Fig. 1: run 1, congestion heat map
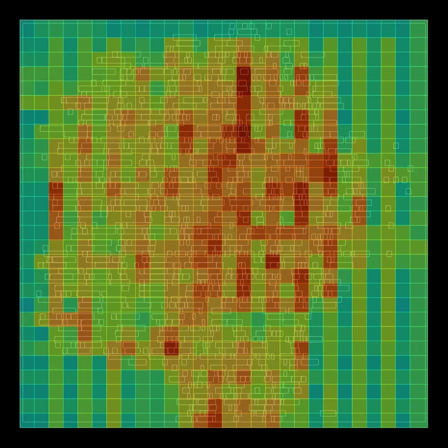
Fig. 2: run 1, ports around the boundary
Drawn at 2 px/um. Pins as bars across the die edge, other pins in grey.
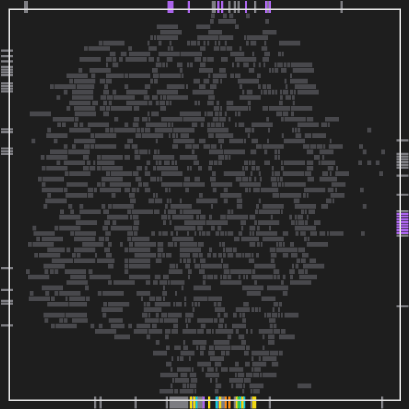
Fig. 3: run 1, wiring heat map
Drawn at 2 px/um. The die is cut into 39 by 39 equal tiles; dark blue is low, red is high, scaled to the fullest tile. Values are wire area over tile area, all layers added.
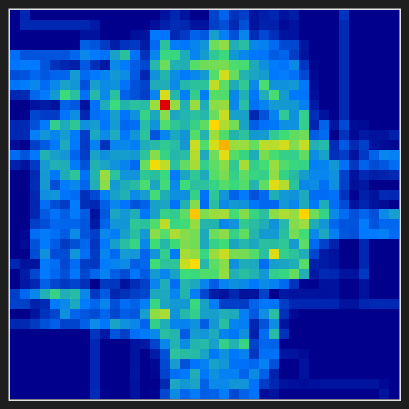
## config.mk

```make
export PLATFORM = sky130hd
export DESIGN_NAME = jt6295_chseq
export DESIGN_NICKNAME = d
export VERILOG_FILES = /design/src/rtl/jt6295_chseq.sv
export SDC_FILE = /design/constraint.sdc
export NUM_CORES = 1
export LEC_CHECK = 0
export CORE_MARGIN = 1
export CORE_UTILIZATION = 30
export DETAILED_ROUTE_END_ITERATION = 10
export DONT_BUFFER_PORTS = 1
export HOLD_SLACK_MARGIN = 0.03
export PLACE_DENSITY_LB_ADDON = 0.25
export SYNTH_ARGS = -nofsm -noshare
export SYNTH_HDL_FRONTEND = slang
export SYNTH_SLANG_ARGS = --single-unit
```

## constraint.sdc

```tcl
create_clock -name clk -period 7.9 [get_ports clk]
set_input_delay 0.79 -clock clk [delete_from_list [all_inputs] [get_ports clk]]
set_output_delay 0.79 -clock clk [all_outputs]
set_load 0.01 [all_outputs]
```

## src/rtl/jt6295_chseq.sv

```systemverilog
// jt6295_chseq: four-channel phrase sequencer for the JT6295 ADPCM core.
// Holds per-channel playback state, services one channel per cen4 slot in
// round-robin order, fetches the ROM byte holding the next nibble and emits
// one nibble (or a mute marker for idle channels) to the decoder.
//
// state  | meaning
// IDLE   | waiting for cen4 or a pending (overrun) slot
// FETCH  | ROM read for the serviced slot; first cycle is address settle
// EMIT   | one-clk strobe of a playing channel's nibble, then channel update
// MUTE   | one-clk strobe for an idle slot, dout forced to 0
module jt6295_chseq (
  input  logic        clk,
  input  logic        rst,
  input  logic        cen4,
  input  logic [3:0]  start,
  input  logic [3:0]  stop,
  input  logic [17:0] start_addr,
  input  logic [17:0] stop_addr,
  input  logic [3:0]  att,
  output logic [3:0]  busy,
  output logic [3:0]  ack,
  output logic        zero,
  output logic [17:0] rom_addr,
  output logic        rom_cs,
  input  logic [7:0]  rom_data,
  input  logic        rom_ok,
  output logic [3:0]  dout,
  output logic [1:0]  dout_ch,
  output logic [3:0]  dout_att,
  output logic        dout_first,
  output logic        dout_mute,
  output logic        dout_valid
);

  typedef enum logic [1:0] {
    ST_IDLE  = 2'd0,
    ST_FETCH = 2'd1,
    ST_EMIT  = 2'd2,
    ST_MUTE  = 2'd3
  } state_t;

  state_t      state, state_nx;
  logic [1:0]  slot;
  logic [1:0]  cur;
  logic        pending;
  logic [1:0]  pend_slot;
  logic        fetch_first;
  logic [17:0] fetch_addr;
  logic [7:0]  byte_r;

  logic [17:0] ch_addr [4];
  logic [17:0] ch_end  [4];
  logic [3:0]  ch_att  [4];
  logic [3:0]  ch_nib;
  logic [3:0]  ch_first;

  logic        take;
  logic [1:0]  svc_slot;

  // Next-state: pick the slot to service (pending first) and route by busy
  always_comb begin
    state_nx = state;
    take     = 1'b0;
    svc_slot = slot;
    case (state)
      ST_IDLE: begin
        if (pending) begin
          take     = 1'b1;
          svc_slot = pend_slot;
        end else if (cen4) begin
          take     = 1'b1;
          svc_slot = slot;
        end
        if (take) state_nx = busy[svc_slot] ? ST_FETCH : ST_MUTE;
      end
      ST_FETCH: begin
        if (!fetch_first && rom_ok) state_nx = ST_EMIT;
      end
      ST_EMIT:  state_nx = ST_IDLE;
      ST_MUTE:  state_nx = ST_IDLE;
      default:  state_nx = ST_IDLE;
    endcase
  end

  // Output decode; everything is zero unless the FSM is fetching or emitting
  always_comb begin
    rom_cs     = (state == ST_FETCH);
    rom_addr   = rom_cs ? fetch_addr : 18'd0;
    dout_valid = (state == ST_EMIT) || (state == ST_MUTE);
    dout_mute  = (state == ST_MUTE);
    dout_ch    = dout_valid ? cur : 2'd0;
    dout_att   = 4'd0;
    dout_first = 1'b0;
    dout       = 4'd0;
    if (state == ST_EMIT) begin
      dout_att   = ch_att[cur];
      dout_first = ch_first[cur];
      dout       = ch_nib[cur] ? byte_r[3:0] : byte_r[7:4];
    end
  end

  // FSM register, serviced slot, latched fetch address and ROM byte
  always_ff @(posedge clk) begin
    if (rst) begin
      state       <= ST_IDLE;
      cur         <= 2'd0;
      fetch_first <= 1'b0;
      fetch_addr  <= 18'd0;
      byte_r      <= 8'd0;
    end else begin
      state       <= state_nx;
      fetch_first <= take && busy[svc_slot];
      if (take) begin
        cur        <= svc_slot;
        // Latched so rom_addr cannot move even if the channel is reloaded mid-fetch
        fetch_addr <= ch_addr[svc_slot];
      end
      if (state == ST_FETCH && !fetch_first && rom_ok) byte_r <= rom_data;
    end
  end

  // Slot counter, wrap pulse and the one-deep overrun slot
  always_ff @(posedge clk) begin
    if (rst) begin
      slot      <= 2'd0;
      zero      <= 1'b0;
      pending   <= 1'b0;
      pend_slot <= 2'd0;
    end else begin
      if (cen4) slot <= slot + 2'd1;
      zero <= cen4 && (slot == 2'd3);
      // A cen4 not consumed directly by IDLE is parked; a newer one replaces it
      if (cen4 && !(state == ST_IDLE && !pending)) begin
        pending   <= 1'b1;
        pend_slot <= slot;
      end else if (state == ST_IDLE && pending) begin
        pending <= 1'b0;
      end
    end
  end

  // Per-channel playback registers: start load wins over stop and EMIT update
  always_ff @(posedge clk) begin
    if (rst) begin
      busy     <= 4'd0;
      ack      <= 4'd0;
      ch_nib   <= 4'd0;
      ch_first <= 4'd0;
      for (int i = 0; i < 4; i++) begin
        ch_addr[i] <= 18'd0;
        ch_end[i]  <= 18'd0;
        ch_att[i]  <= 4'd0;
      end
    end else begin
      for (int i = 0; i < 4; i++) begin
        ack[i] <= start[i] && !ack[i];
        if (start[i] && !ack[i] && !busy[i]) begin
          ch_addr[i]  <= start_addr;
          ch_end[i]   <= stop_addr;
          ch_att[i]   <= att;
          ch_nib[i]   <= 1'b0;
          ch_first[i] <= 1'b1;
          busy[i]     <= 1'b1;
        end else begin
          if (cen4 && stop[i]) busy[i] <= 1'b0;
          if (state == ST_EMIT && cur == 2'(i)) begin
            ch_first[i] <= 1'b0;
            ch_nib[i]   <= ~ch_nib[i];
            if (ch_nib[i]) begin
              if (ch_addr[i] == ch_end[i]) busy[i] <= 1'b0;
              else ch_addr[i] <= ch_addr[i] + 18'd1;
            end
          end
        end
      end
    end
  end

endmodule

```

==> out/qor.csv, run 1 <==
stage;metric;value;unit
run_status;status;completed;
global_route;grt_pass1_wl;52000;um
cells_and_area;lay_top_count;edfxtp_1;
critical_path;r2r_start;busy[1];
job;log.warning_count;26;
cells_and_area;stdcell_count;1489;
cells_and_area;largestClassByArea;registers;
logic_synthesis;simple_gate_share;0.196;
sta;maxSlewViolCount;0;
place;place_congestion;0.863;
critical_path;critPathTopFamily;simple AND/OR/NAND/NOR gates;
clock_tree;path_clk_slew;0.06;ns
sta;finClkSkew;0.0129;ns
logic_synthesis;common_cells;edfxtp_1 (160), and2_1 (115), nand2_1 (111);
min_path;min_to;ack[3];
min_path;hold_path.class;primary input to flop;
clock_tree;cts_buffers;25;
place;dp_cells;1444;
logic_synthesis;mux_share;0.0658;
power_and_ir_drop;ir_drop;0.124;mV
logic_synthesis;avgSynthCellArea;10.9;sq um
logic_synthesis;top_area_cell;edfxtp_1;
cells_and_area;clockNetworkAreaShare;0.0620;
logic_synthesis;ys_sh_xor;0.111;
critical_path;endpoint;rom_addr[9];
drt;route.detailed.drc;0;
clock_tree;clock_latency;0.53;ns
place;place_area;0.0116;sq mm
cells_and_area;logic_gate_count;743;
cells_and_area;areaGrowthSynthToFinish;10.7;%
cells_and_area;nClkBuffers;29;
clock_tree;clockBufferDepth;3;
power_and_ir_drop;p_int;2.10;mW
sta;max_freq;337;MHz
place;dp_hpwl;26400;um
cells_and_area;final_nets;1068;
min_path;worstHoldPathCells;1;
critical_path;start_kind;flop;
logic_synthesis;aoi_share;0.0649;
sta;rsz0062_at_grt;false;
logic_synthesis;ff_type;edfxtp_1;
job;cap_violations;0;
sta;hold_ws;0.339;ns
critical_path;max_stage_delay;0.86;ns
floorplanning;pin_count;101;
floorplanning;initCoreUtil;0.304;
critical_path;startpoint;state[0];
logic_synthesis;edf_count;160;
cells_and_area;final.fill_count;3710;
logic_synthesis;ys_cells;1024;
sta;report.final.hold_viol_count;0;
cells_and_area;seq_cells;215;
drt;wl_met2;16500;um
logic_synthesis;yosys.area_share.adder;0.00561;
cells_and_area;diodes;0;
floorplanning;taps;468;
sta;worst_slack;4.94;ns
critical_path;path_buffers;0;
critical_path;crit_fanout;20;
clock_tree;cts_setup_buffers;0;
power_and_ir_drop;comb_power;0.303;mW
power_and_ir_drop;switchingPower;0.781;mW
cells_and_area;num-nonclk-inverters;9;
drt;top_layer_used;met4;
global_route;overflow;0;
cells_and_area;drive_gt1_frac;0.0656;
power_and_ir_drop;combPwrFrac;0.105;
sta;finalCritPeriodShare;0.375;
sta;fin_crit;2.96;ns
logic_synthesis;postSynthSeqShare;0.530;
global_route;grtUsageMet1;0.258;
drt;wl_met1;15800;um
cells_and_area;regArea;0.00591;sq mm
min_path;hold_start;rst;
cells_and_area;buffers;9;
critical_path;cp.required;7.11;ns
critical_path;critical_path_class;flop to output port;
clock_tree;cts_resized;0;
Notes on Fig. 1 above:
busiest grt layer: met2
WL/cell: 23.8 um
grt met2 use: 0.302
routing usage on met3: 0.0356
Util after Layout: 0.337

Notes on Fig. 2 above:
- purple: start_addr (pins 18; direction input; edge 9 top, 8 right, 1 bottom)
- orange: dout_ch (pins 2; direction output; edge bottom)
- yellow: rom_data (pins 8; direction input; edge bottom)
- green: dout_mute (pins 1; direction output; edge bottom)
- cyan: dout (pins 4; direction output; edge bottom)
input/output buffers: 0
Die W: 195 um

Notes on Fig. 3 above:
- fullest tile: 0.69
- emptiest ninth of the die: lower right
- mean over tiles: 0.15
GRT Resource Usage Total: 0.187
Routed WL: 35,500 um
routed vias: 7,689

Fig. 4: run 1, met3 routing
Drawn at 2 px/um.
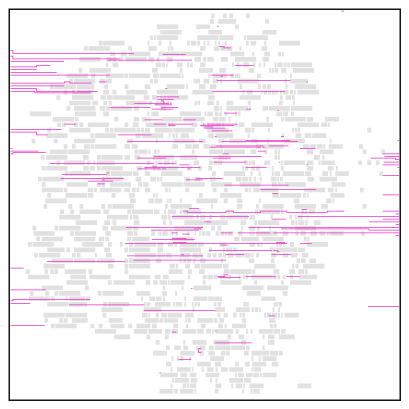

==> run 2: changes to the inputs <==
==> constraint.sdc (replaced) <==
create_clock -name clk -period 3.07 [get_ports clk]
set_input_delay 0.307 -clock clk [delete_from_list [all_inputs] [get_ports clk]]
set_output_delay 0.307 -clock clk [all_outputs]
set_load 0.01 [all_outputs]
Fig. 5: run 2, met3 routing
Drawn at 2 px/um.
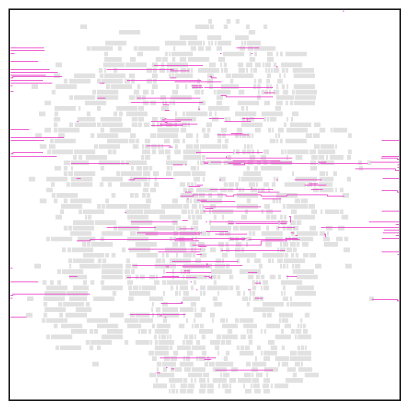
- nets with wire on the layer: 127
- longest straight run: 54.7 um
- wire length on this layer: 2,310 um
- main direction: horizontal
- share of all routed wire: 6.3%
Routed WL: 36,900 um
routed vias: 8,002

Fig. 6: run 2, wiring heat map
Drawn at 2 px/um. The die is cut into 39 by 39 equal tiles; dark blue is low, red is high, scaled to the fullest tile. Values are wire area over tile area, all layers added.
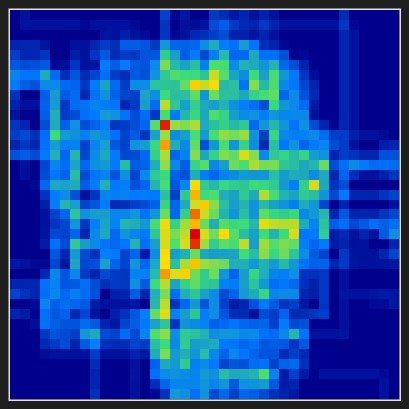
- tiles over half the peak: 8.2%
- densest ninth of the die: centre
- nearly empty tiles: 22%
- fullest tile: 0.76
- emptiest ninth of the die: lower right
- mean over tiles: 0.16
WL/cell: 23.7 um
GRT Resource Usage Total: 0.192

==> out/qor.csv, run 2 <==
stage;metric;value;unit
cells_and_area;drive_gt1_frac;0.0772;
cells_and_area;clockNetworkAreaShare;0.0591;
logic_synthesis;common_cells;edfxtp_1 (160), and2_1 (115), nand2_1 (111);
sta;report.final.hold_viol_count;0;
global_route;use_met3;0.0285;
critical_path;max_stage_delay;0.72;ns
clock_tree;path_clk_slew;0.07;ns
place;dp_cells;1458;
sta;rsz0062_at_grt;false;
drt;wl_met2;17000;um
sta;finalCritPeriodShare;0.890;
job;log.warning_count;26;
place;place_area;0.0117;sq mm
cells_and_area;stdcell_count;1556;
power_and_ir_drop;ir_drop;0.307;mV
critical_path;crit_fanout;18;
critical_path;endpoint;ch_addr[0][6];
floorplanning;pin_count;101;
logic_synthesis;postSynthSeqShare;0.530;
cells_and_area;final.fill_count;3646;
logic_synthesis;ys_cells;1024;
cells_and_area;final_nets;1137;
place;dp_hpwl;26600;um
logic_synthesis;simple_gate_share;0.196;
sta;worst_slack;0.339;ns
cells_and_area;num-nonclk-inverters;9;
sta;maxSlewViolCount;0;
min_path;worstHoldPathCells;3;
cells_and_area;lay_top_count;edfxtp_1;
sta;hold_ws;0.0566;ns
logic_synthesis;ff_type;edfxtp_1;
drt;route.detailed.drc;0;
sta;fin_crit;2.73;ns
cells_and_area;largestClassByArea;registers;
critical_path;r2r_start;ch_addr[0][10];
drt;wl_met1;16500;um
global_route;grt_pass1_wl;53800;um
power_and_ir_drop;comb_power;0.944;mW
cells_and_area;buffers;79;
cells_and_area;seq_cells;215;
critical_path;critical_path_class;flop to flop;
logic_synthesis;ys_sh_xor;0.111;
floorplanning;taps;468;
power_and_ir_drop;combPwrFrac;0.125;
cells_and_area;regArea;0.00591;sq mm
logic_synthesis;mux_share;0.0658;
run_status;status;completed;
critical_path;start_kind;flop;
logic_synthesis;edf_count;160;
power_and_ir_drop;switchingPower;2.06;mW
power_and_ir_drop;p_int;5.51;mW
logic_synthesis;top_area_cell;edfxtp_1;
clock_tree;cts_setup_buffers;0;
clock_tree;cts_resized;0;
global_route;top_usage_layer;met2;
Power and IR drop assume default switching activity.
